File: src/rtl/fetch_exec_if.sv
// ---------------------------------------------------------------------------
// fetch_exec_if
// Bundles the upstream request/completion signals and the instruction-memory
// read port of fetch_exec_unit.
//
// Handshake semantics (the only protocol rules of this bundle):
//   * start is a one-cycle request. It is accepted on a rising clock edge
//     only while busy=0. A start seen while busy=1 is discarded and counted
//     in drop_cnt. pc_in is sampled on the accepting edge.
//   * done is a level. It falls on the accepting edge and rises once when
//     the instruction finishes. It then stays high until the next accepted
//     start. err qualifies done: it is 1 when the fetch timed out.
//   * mem_rd is held high for every FETCH cycle. A mem_ready strobe in any
//     of those cycles completes the read, and mem_rdata is taken on that
//     same edge. mem_ready outside FETCH has no effect.
//
// Ports
//   start, pc_in, mem_rdata, mem_ready           : master -> slave
//   mem_addr, mem_rd, instr, busy, done, err,
//   drop_cnt, dbg_state                          : slave -> master
// dbg_state exposes the controller state for observation only.
// ---------------------------------------------------------------------------
interface fetch_exec_if #(
   parameter int ADDR_W = 8,
   parameter int DATA_W = 16
);
   logic              start;
   logic [ADDR_W-1:0] pc_in;
   logic [DATA_W-1:0] mem_rdata;
   logic              mem_ready;
   logic [ADDR_W-1:0] mem_addr;
   logic              mem_rd;
   logic [DATA_W-1:0] instr;
   logic              busy;
   logic              done;
   logic              err;
   logic [7:0]        drop_cnt;
   logic [2:0]        dbg_state;

   modport master (
      output start, pc_in, mem_rdata, mem_ready,
      input  mem_addr, mem_rd, instr, busy, done, err, drop_cnt, dbg_state
   );

   modport slave (
      input  start, pc_in, mem_rdata, mem_ready,
      output mem_addr, mem_rd, instr, busy, done, err, drop_cnt, dbg_state
   );
endinterface

File: src/rtl/fetch_exec_unit.sv
// ---------------------------------------------------------------------------
// fetch_exec_unit
// Handles one instruction per accepted start pulse. It fetches the word at
// pc_in, with a timeout if memory never answers. It then decodes the word
// and spends opcode[1:0]+1 cycles in EXEC. Finally it signals completion
// with a done level that persists until the next request.
//
// Ports
//   clk    : rising-edge clock
//   rst_n  : asynchronous active-low reset. Assertion acts immediately;
//            release is re-timed through two flops.
//   bus    : fetch_exec_if.slave (request, memory read port, status outputs)
// ---------------------------------------------------------------------------
module fetch_exec_unit #(
   parameter int ADDR_W  = 8,
   parameter int DATA_W  = 16,
   parameter int TIMEOUT = 15
) (
   input  logic         clk,
   input  logic         rst_n,
   fetch_exec_if.slave  bus
);

   localparam int WAIT_W = (TIMEOUT < 2) ? 1 : $clog2(TIMEOUT + 1);

   typedef enum logic [2:0] {
      S_IDLE     = 3'd0,
      S_FETCH    = 3'd1,
      S_DECODE   = 3'd2,
      S_EXEC     = 3'd3,
      S_COMPLETE = 3'd4
   } state_t;

   // Reset synchroniser. Assertion clears both flops at once. Release only
   // reaches the core after two clean rising edges.
   logic [1:0] rst_sync_q;
   logic       rst_core_n;

   always_ff @(posedge clk or negedge rst_n) begin
      if (!rst_n) rst_sync_q <= 2'b00;
      else        rst_sync_q <= {rst_sync_q[0], 1'b1};
   end

   assign rst_core_n = rst_sync_q[1];

   state_t            state_q,    state_d;
   logic [ADDR_W-1:0] mem_addr_q, mem_addr_d;
   logic              mem_rd_q,   mem_rd_d;
   logic [DATA_W-1:0] instr_q,    instr_d;
   logic              busy_q,     busy_d;
   logic              done_q,     done_d;
   logic              err_q,      err_d;
   logic [7:0]        drop_q,     drop_d;
   logic [WAIT_W-1:0] wait_q,     wait_d;
   logic [2:0]        exec_q,     exec_d;

   always_comb begin
      state_d    = state_q;
      mem_addr_d = mem_addr_q;
      mem_rd_d   = mem_rd_q;
      instr_d    = instr_q;
      busy_d     = busy_q;
      done_d     = done_q;
      err_d      = err_q;
      drop_d     = drop_q;
      wait_d     = wait_q;
      exec_d     = exec_q;

      // Any request outside IDLE is lost. This includes the COMPLETE cycle,
      // so a start is only accepted after busy has actually fallen.
      if (bus.start && (state_q != S_IDLE) && (drop_q != 8'hFF)) begin
         drop_d = drop_q + 8'd1;
      end

      case (state_q)
         S_IDLE: begin
            if (bus.start) begin
               state_d    = S_FETCH;
               mem_addr_d = bus.pc_in;
               mem_rd_d   = 1'b1;
               busy_d     = 1'b1;
               done_d     = 1'b0;
               err_d      = 1'b0;
               wait_d     = '0;
            end
         end

         S_FETCH: begin
            // mem_ready is tested first, so a response in the last allowed
            // cycle still counts as a good fetch.
            if (bus.mem_ready) begin
               instr_d  = bus.mem_rdata;
               mem_rd_d = 1'b0;
               state_d  = S_DECODE;
            end else if (wait_q == WAIT_W'(TIMEOUT)) begin
               err_d    = 1'b1;
               mem_rd_d = 1'b0;
               state_d  = S_COMPLETE;
            end else begin
               wait_d = wait_q + WAIT_W'(1);
            end
         end

         S_DECODE: begin
            exec_d  = {1'b0, instr_q[DATA_W-3:DATA_W-4]} + 3'd1;
            state_d = S_EXEC;
         end

         S_EXEC: begin
            exec_d = exec_q - 3'd1;
            if (exec_q == 3'd1) state_d = S_COMPLETE;
         end

         S_COMPLETE: begin
            done_d  = 1'b1;
            busy_d  = 1'b0;
            state_d = S_IDLE;
         end

         default: begin
            state_d  = S_IDLE;
            mem_rd_d = 1'b0;
            busy_d   = 1'b0;
         end
      endcase
   end

   always_ff @(posedge clk or negedge rst_core_n) begin
      if (!rst_core_n) begin
         state_q    <= S_IDLE;
         mem_addr_q <= '0;
         mem_rd_q   <= 1'b0;
         instr_q    <= '0;
         busy_q     <= 1'b0;
         done_q     <= 1'b0;
         err_q      <= 1'b0;
         drop_q     <= 8'd0;
         wait_q     <= '0;
         exec_q     <= 3'd0;
      end else begin
         state_q    <= state_d;
         mem_addr_q <= mem_addr_d;
         mem_rd_q   <= mem_rd_d;
         instr_q    <= instr_d;
         busy_q     <= busy_d;
         done_q     <= done_d;
         err_q      <= err_d;
         drop_q     <= drop_d;
         wait_q     <= wait_d;
         exec_q     <= exec_d;
      end
   end

   assign bus.mem_addr  = mem_addr_q;
   assign bus.mem_rd    = mem_rd_q;
   assign bus.instr     = instr_q;
   assign bus.busy      = busy_q;
   assign bus.done      = done_q;
   assign bus.err       = err_q;
   assign bus.drop_cnt  = drop_q;
   assign bus.dbg_state = state_q;

endmodule
File: src/flat_wrapper.sv
// flat-port wrapper written by rule: the top's interface ports become plain ports
module fetch_exec_unit_flat 
#(
   parameter int ADDR_W  = 8,
   parameter int DATA_W  = 16,
   parameter int TIMEOUT = 15
)
  (clk, rst_n, bus_start, bus_pc_in, bus_mem_rdata, bus_mem_ready, bus_mem_addr, bus_mem_rd, bus_instr, bus_busy, bus_done, bus_err, bus_drop_cnt, bus_dbg_state);
  fetch_exec_if #(.ADDR_W(ADDR_W), .DATA_W(DATA_W)) bus_i ();
  input  logic clk;
  input  logic rst_n;
  input wire logic [$bits(bus_i.start)-1:0] bus_start;
  input wire logic [$bits(bus_i.pc_in)-1:0] bus_pc_in;
  input wire logic [$bits(bus_i.mem_rdata)-1:0] bus_mem_rdata;
  input wire logic [$bits(bus_i.mem_ready)-1:0] bus_mem_ready;
  output wire logic [$bits(bus_i.mem_addr)-1:0] bus_mem_addr;
  output wire logic [$bits(bus_i.mem_rd)-1:0] bus_mem_rd;
  output wire logic [$bits(bus_i.instr)-1:0] bus_instr;
  output wire logic [$bits(bus_i.busy)-1:0] bus_busy;
  output wire logic [$bits(bus_i.done)-1:0] bus_done;
  output wire logic [$bits(bus_i.err)-1:0] bus_err;
  output wire logic [$bits(bus_i.drop_cnt)-1:0] bus_drop_cnt;
  output wire logic [$bits(bus_i.dbg_state)-1:0] bus_dbg_state;
  assign bus_i.start = bus_start;
  assign bus_i.pc_in = bus_pc_in;
  assign bus_i.mem_rdata = bus_mem_rdata;
  assign bus_i.mem_ready = bus_mem_ready;
  assign bus_mem_addr = bus_i.mem_addr;
  assign bus_mem_rd = bus_i.mem_rd;
  assign bus_instr = bus_i.instr;
  assign bus_busy = bus_i.busy;
  assign bus_done = bus_i.done;
  assign bus_err = bus_i.err;
  assign bus_drop_cnt = bus_i.drop_cnt;
  assign bus_dbg_state = bus_i.dbg_state;
  fetch_exec_unit #(.ADDR_W(ADDR_W), .DATA_W(DATA_W), .TIMEOUT(TIMEOUT)) u_core (.clk(clk), .rst_n(rst_n), .bus(bus_i));
endmodule
File: config.mk
export PLATFORM = sky130hd
export DESIGN_NAME = fetch_exec_unit_flat
export DESIGN_NICKNAME = d
export VERILOG_FILES = /design/src/rtl/fetch_exec_if.sv /design/src/rtl/fetch_exec_unit.sv /design/src/flat_wrapper.sv
export SDC_FILE = /design/constraint.sdc
export NUM_CORES = 1
export LEC_CHECK = 0
export CAP_MARGIN = 10
export CORE_UTILIZATION = 34
export CTS_CLUSTER_DIAMETER = 100
export DETAILED_ROUTE_END_ITERATION = 8
export SYNTH_ARGS = -nofsm -noshare
export SYNTH_HDL_FRONTEND = slang
export SYNTH_SLANG_ARGS = --single-unit
export TNS_END_PERCENT = 20
File: constraint.sdc
create_clock -name clk -period 1.88 [get_ports clk]
set_input_delay 0.564 -clock clk [delete_from_list [all_inputs] [get_ports clk]]
set_output_delay 0.564 -clock clk [all_outputs]
set_load 0.01 [all_outputs]
run_1/layer_met2.png
Scale: 3 px per µm.
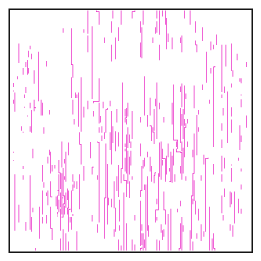
- longest straight run: 28.7 µm
- main direction: vertical
- wire length on this layer: 1,880 µm
- nets with wire on the layer: 245
- share of all routed wire: 46%

run_1/clocks.png
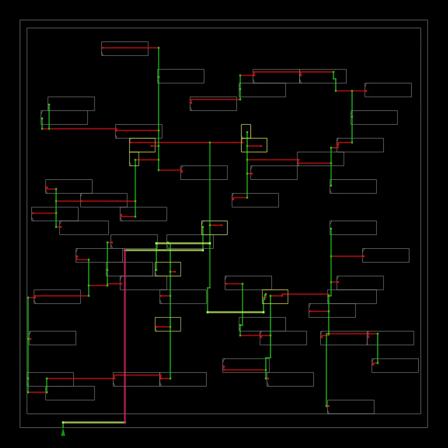
flop count: 48
CTS Buf Count: 5
CLK BUF: 6

run_1/layer_met3.png
Scale: 3 px per µm.
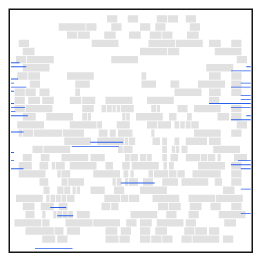
- nets with wire on the layer: 33
- share of all routed wire: 4.1%
- main direction: horizontal
- wire length on this layer: 165 µm
- longest straight run: 15.4 µm

run_1/power_grid.png
Scale: 4 px per µm. Pins as bars on the die edge. Tap cells in gray.
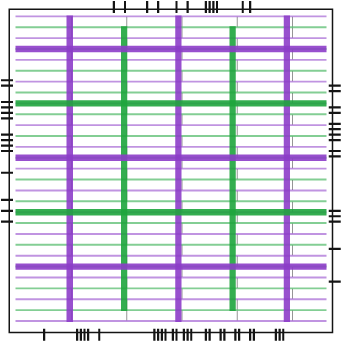
- VDD: green
- VSS: purple
- met1 rails: 29
- met5 straps: 5
- tap cells: 75
- met4 straps: 5
- signal pins: 67
Max VDD drop: 0.000626 V
Die H: 80.5 µm
Die Width: 80.5 µm
core area: 5920 µm²

[run 1: worst min-delay path by stage]
stage | endpoint | slack [ns] | cells after the start | startpoint
after floorplan | u_core.rst_sync_q[0]$_DFF_PN0_ | 0.27 | 0 | rst_n
after global placement | u_core.bus.drop_cnt[6]$_DFFE_PN0P_ | 0.28 | 0 | u_core.rst_sync_q[1]$_DFF_PN0_
after detailed placement | u_core.bus.drop_cnt[6]$_DFFE_PN0P_ | 0.28 | 0 | u_core.rst_sync_q[1]$_DFF_PN0_
after CTS | u_core.bus.drop_cnt[6]$_DFFE_PN0P_ | 0.29 | 0 | u_core.rst_sync_q[1]$_DFF_PN0_
after global routing | u_core.bus.mem_rd$_DFFE_PN0P_ | 0.31 | 0 | u_core.rst_sync_q[1]$_DFF_PN0_
final | u_core.bus.dbg_state[0]$_DFFE_PN0P_ | 0.25 | 0 | u_core.rst_sync_q[1]$_DFF_PN0_
[run 1: logic make-up (layout without fill, tap and decap cells)]
group	after synthesis	after routing	synth area share [%]
AOI/OAI and AO/OA	28	28	8.19
xor gates and xnor gates	4	4	1.67
adders and majority gates	5	5	2.99
buffers and inverters	12	91	2.93
DFF	48	48	57.4
muxes	28	28	15.2
other	1	1	0.179
and+or+nand+nor	41	41	11.5
[run 1: power by group]
group          leakage (µW)  switching [µW]  internal (µW)
logic              0.000726             821           1260
registers          0.000576             361           1510
clock network     0.0000510             332            294
total               0.00135            1510           3060
[run 1: routing by layer]
layer / up-vias / part of all wire [%] / routed length [µm] / global-route usage [%]
met2: 39 / 46 / 1880 / 21.7
met3: 2 / 4.0 / 164 / 4.20
met1: 748 / 49 / 1980 / 17.8
met5: - / 0 / 0 / 0
li1: 755 / - / - / -
met4: 0 / 0.84 / 34 / 5.36
==> results.yml, run 1 <==
# physical design summary
clocking:
  cts.sinks: 48
  hold_buffers: 0
  cts.path.max_buffers: 2
final_layout:
  buffer_area_share_pct: 26.1
  num_antenna_cells: 0
  drive_gt1_share_pct: 17.5
  layout.nets: 278
  fillerInstances: 535
  fin_cells: 321
  buffers: 78
  syn_to_final_growth_pct: 44.8
  stdcell_area_um2: 3030
  clkCellAreaFrac_pct: 3.05
  largest_class: "sequential cells"
  seq_area_share_pct: 39.7
timing:
  rsz0062_at_grt: "false"
  whs_ns: 0.255
  tns_ns: 0
  final_hold_viol_count: 0
  fin_ws_ns: 0.0521
  tightest_slew_ns: 0.544
  relSlewSlack_pct: 63.7
  slew_violations: 0
route:
  wl_um: 4060
  drt-wirelength-per-cell_um: 12.6
  postRouteAntennaNets: 0
  route.detailed.drc: 0
placed_design:
  post-place-cells: 313
  dp_slack_ns: -0.122
  hpwl_um: 2920
logic_synthesis:
  avgSynthCellArea_um2: 12.5
  yosysCellCount: 167
  ys.flop_type: "dfrtp_1"
  yosysMostFrequentCell: "dfrtp_1"
  syn_inst: 167
run_status:
  status: "finished clean"
setup_path:
  cp_num_cells: 1
  reg2reg_slack_ns: 0.34
  cp_top_family: "buffers and inverters"
  cpPeakStageDelay_ns: 0.56
  worstSetupStartpointType: "flop"
floorplan:
  std_cell_rows: 28
  chipArea_um2: 6470
  io_pins: 67
global_route:
  antenna_found_initial: 0
  grt_max_degree: 25
  grt_pass1_vias: 1485
worst_hold_path:
  hold_class: "reg2async"
==> inputs of run 2 (changes only) <==
--- a/config.mk
+++ b/config.mk
@@ -5,7 +5,6 @@
 export SDC_FILE = /design/constraint.sdc
 export NUM_CORES = 1
 export LEC_CHECK = 0
-export CAP_MARGIN = 10
 export CORE_UTILIZATION = 34
 export CTS_CLUSTER_DIAMETER = 100
 export DETAILED_ROUTE_END_ITERATION = 8
run_2/layer_met2.png
Scale: 3 px per µm.
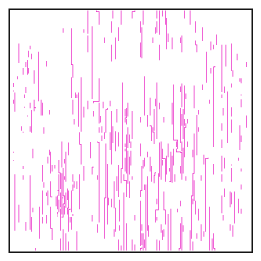
- main direction: vertical
- share of all routed wire: 46%

==> results.yml, run 2 <==
# physical design summary
setup_path:
  reg2reg_slack_ns: 0.34
  cp_num_cells: 1
  cpPeakStageDelay_ns: 0.56
run_status:
  status: "finished clean"
final_layout:
  num_antenna_cells: 0
  fin_cells: 321
  fillerInstances: 535
  syn_to_final_growth_pct: 44.8
floorplan:
  chipArea_um2: 6470
  die_h_um: 80.5
  io_pins: 67
  fp.coreArea_um2: 5920
  die_w_um: 80.5
pwr:
  switchingPower_uw: 1510
  ir_worst_vdd_v: 0.000626
  pwr-share-clk_pct: 13.7
  pwr-share-seq_pct: 40.9
timing:
  whs_ns: 0.255
  fin_ws_ns: 0.0521
  final_hold_viol_count: 0
placed_design:
  post-place-cells: 313
  hpwl_um: 2920
logic_synthesis:
  ys.flop_type: "dfrtp_1"
  syn_inst: 167
route:
  postRouteAntennaNets: 0
  route.detailed.drc: 0
global_route:
  grt_pass1_vias: 1485
  antenna_found_initial: 0
clocking:
  cts.path.max_buffers: 2
  cts.sinks: 48
  numCtsBuffers: 5
run_2/wires.png
Scale: 4 px per µm.
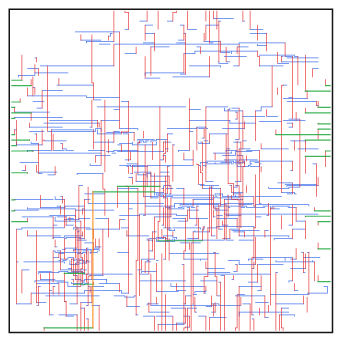
- metal 3: green (wire length 165 µm)
- metal 2: red (wire length 1,880 µm)
- metal 1: blue (wire length 1,980 µm)
- metal 4: orange (wire length 34.0 µm)
Total GRT Usage: 13.9%
Vias: 1,544
Wirelength per Cell: 12.6 µm
overall routed net length: 4060 µm

==> run 2: cell type report <==
| cell class | instances | area (µm²) | area share [%] |
|---|---|---|---|
| Timing Repair Buffer | 78 | 791 | 26.1 |
| Tap cell | 75 | 93.8 | 3.10 |
| Sequential cell | 48 | 1200 | 39.7 |
| Clock buffer | 6 | 82.6 | 2.72 |
| Inverter | 5 | 18.8 | 0.619 |
| Clock inverter | 2 | 10.0 | 0.330 |
| Multi-Input combinational cell | 107 | 831 | 27.4 |
==> run 2: power by group through the flow <==
| stage | Sequential (µW) | Combinational [µW] | Clock, µW |
|---|---|---|---|
| after floorplan | 2030 | 877 | 0 |
| after global placement | 1890 | 2110 | 0 |
| after detailed placement | 1900 | 2130 | 0 |
| after CTS | 1880 | 2130 | 658 |
| after global routing | 1950 | 2290 | 716 |
| final | 1870 | 2080 | 626 |
==> run 2: kinds of logic (layout without fill, tap and decap cells) <==
group           count (synthesis)  count (layout)  share of synthesized area (%)
fa+ha+maj                       5               5                           2.99
buf+inv                        12              91                           2.93
other cells                     1               1                          0.179
xor+xnor                        4               4                           1.67
mux                            28              28                           15.2
compound gates                 28              28                           8.19
flops                          48              48                           57.4
simple gates                   41              41                           11.5
==> run 2: per-stage QoR <==
| stage | area, µm² | setup TNS (ns) |
|---|---|---|
| 6_report | 3030 | 0 |
| 5_1_grt | 3030 | 0 |
| 4_1_cts | 3010 | 0 |
| 3_3_place_gp | 2920 | -2.23 |
| 2_1_floorplan | 2090 | 0 |
| 3_5_place_dp | 2920 | -2.84 |
==> run 2: metal layers <==
metal  share of wire [%]  up-vias  global-route usage (%)
met5                   0        -                       0
met4                0.84        0                    5.36
met3                 4.0        2                    4.20
met2                  46       39                    21.7
met1                  49      748                    17.8
li1                    -      755                       -
run_2/power_grid.png
Scale: 4 px per µm. Pins as bars on the die edge. Tap cells in gray.
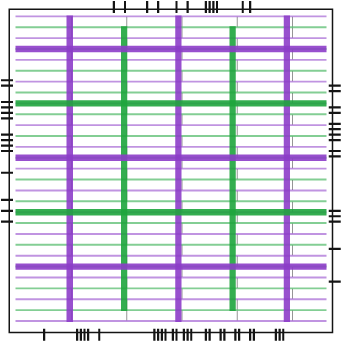

==> inputs of run 3 (changes only) <==
--- a/config.mk
+++ b/config.mk
@@ -8,6 +8,7 @@
 export CORE_UTILIZATION = 34
 export CTS_CLUSTER_DIAMETER = 100
 export DETAILED_ROUTE_END_ITERATION = 8
+export PLACE_DENSITY_LB_ADDON = 0.05
 export SYNTH_ARGS = -nofsm -noshare
 export SYNTH_HDL_FRONTEND = slang
 export SYNTH_SLANG_ARGS = --single-unit
run_3/power_grid.png
Scale: 4 px per µm. Pins as bars on the die edge. Tap cells in gray.
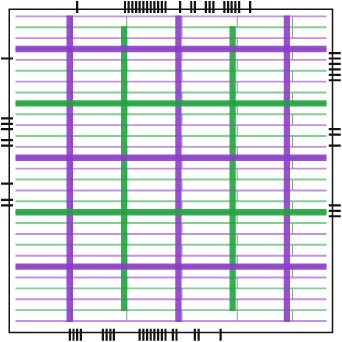
- VSS: purple
- VDD: green
- met4 straps: 5
- met1 rails: 29
- met5 straps: 5
Max VDD drop: 0.000563 V

==> results.yml, run 3 <==
# physical design summary
setup_path:
  cpPeakStageDelay_ns: 0.55
floorplan:
  die_h_um: 80.5
  die_w_um: 80.5
  io_pins: 67
  chipArea_um2: 6470
  fp.coreArea_um2: 5920
pwr:
  pwr-share-clk_pct: 12.5
  p_seq_uw: 1900
  p_comb_uw: 2140
  power.group.top: "combinational logic"
  pwr-share-seq_pct: 41.2
final_layout:
  num_antenna_cells: 0
  fin_cells: 322
  fillerInstances: 531
  stdcell_area_um2: 3020
timing:
  final_hold_viol_count: 0
  tns_ns: 0
clocking:
  numCtsBuffers: 5
  cts.sinks: 48
route:
  vias: 1586
  top_layer: "met4"
  postRouteAntennaNets: 0
  route.detailed.drc: 0
  routed-wl-met2_um: 2330
  wl_um: 4540
logic_synthesis:
  syn_inst: 167
  ys.flop_type: "dfrtp_1"
global_route:
  met2_usage_pct: 27.1
  gr-usage-met3_pct: 4.66
  grt_pass1_vias: 1687
placed_design:
  hpwl_um: 3360
  post-place-cells: 314
run_status:
  status: "finished clean"
run_3/clocks.png
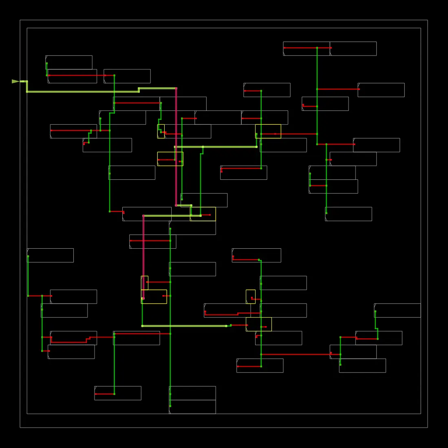
clock group total power: 576 µW
CLK BUF: 7
Worst Clk Skew: 0.00374 ns

==> run 3: cell types whose count changed in the layout (fill, tap and decap cells not counted), sizes merged <==
cell / change
clkinv: -1
buf: +1
clkbuf: +1
==> run 3: cell families after synthesis <==
logic type / share of synthesized area (%)
flops: 57.4
simple gates: 11.5
compound gates: 8.19
mux: 15.2
buf+inv: 2.93
fa+ha+maj: 2.99
xor+xnor: 1.67
other cells: 0.179
==> run 3: layout make-up <==
| class | count | area [µm²] | share of cell area (%) |
|---|---|---|---|
| Clock buffer | 7 | 76.3 | 2.53 |
| Clock inverter | 1 | 5.00 | 0.166 |
| Inverter | 5 | 18.8 | 0.622 |
| Multi-Input combinational cell | 107 | 831 | 27.5 |
| Sequential cell | 48 | 1210 | 40.0 |
| Tap cell | 75 | 93.8 | 3.11 |
| Timing Repair Buffer | 79 | 786 | 26.0 |
==> run 3: path summary, 6_finish.rpt <==
check,slack [ns],end,start,cells after the start
worst min register to register,0.35,u_core.bus.instr[8]$_DFFE_PN0P_,u_core.rst_sync_q[1]$_DFF_PN0_,1
worst max register to register,0.26,u_core.bus.drop_cnt[1]$_DFFE_PN0P_,u_core.bus.dbg_state[1]$_DFFE_PN0P_,5
max in group asynchronous,1.10,u_core.bus.dbg_state[0]$_DFFE_PN0P_,u_core.rst_sync_q[1]$_DFF_PN0_,1
worst max-delay path,0.06,bus_drop_cnt[4],u_core.bus.drop_cnt[4]$_DFFE_PN0P_,1
min in group clk,0.36,u_core.rst_sync_q[1]$_DFF_PN0_,u_core.rst_sync_q[0]$_DFF_PN0_,0
worst min-delay path,0.35,u_core.bus.instr[8]$_DFFE_PN0P_,u_core.rst_sync_q[1]$_DFF_PN0_,1
No activity file was given, so power comes from the tool's default toggle rates.
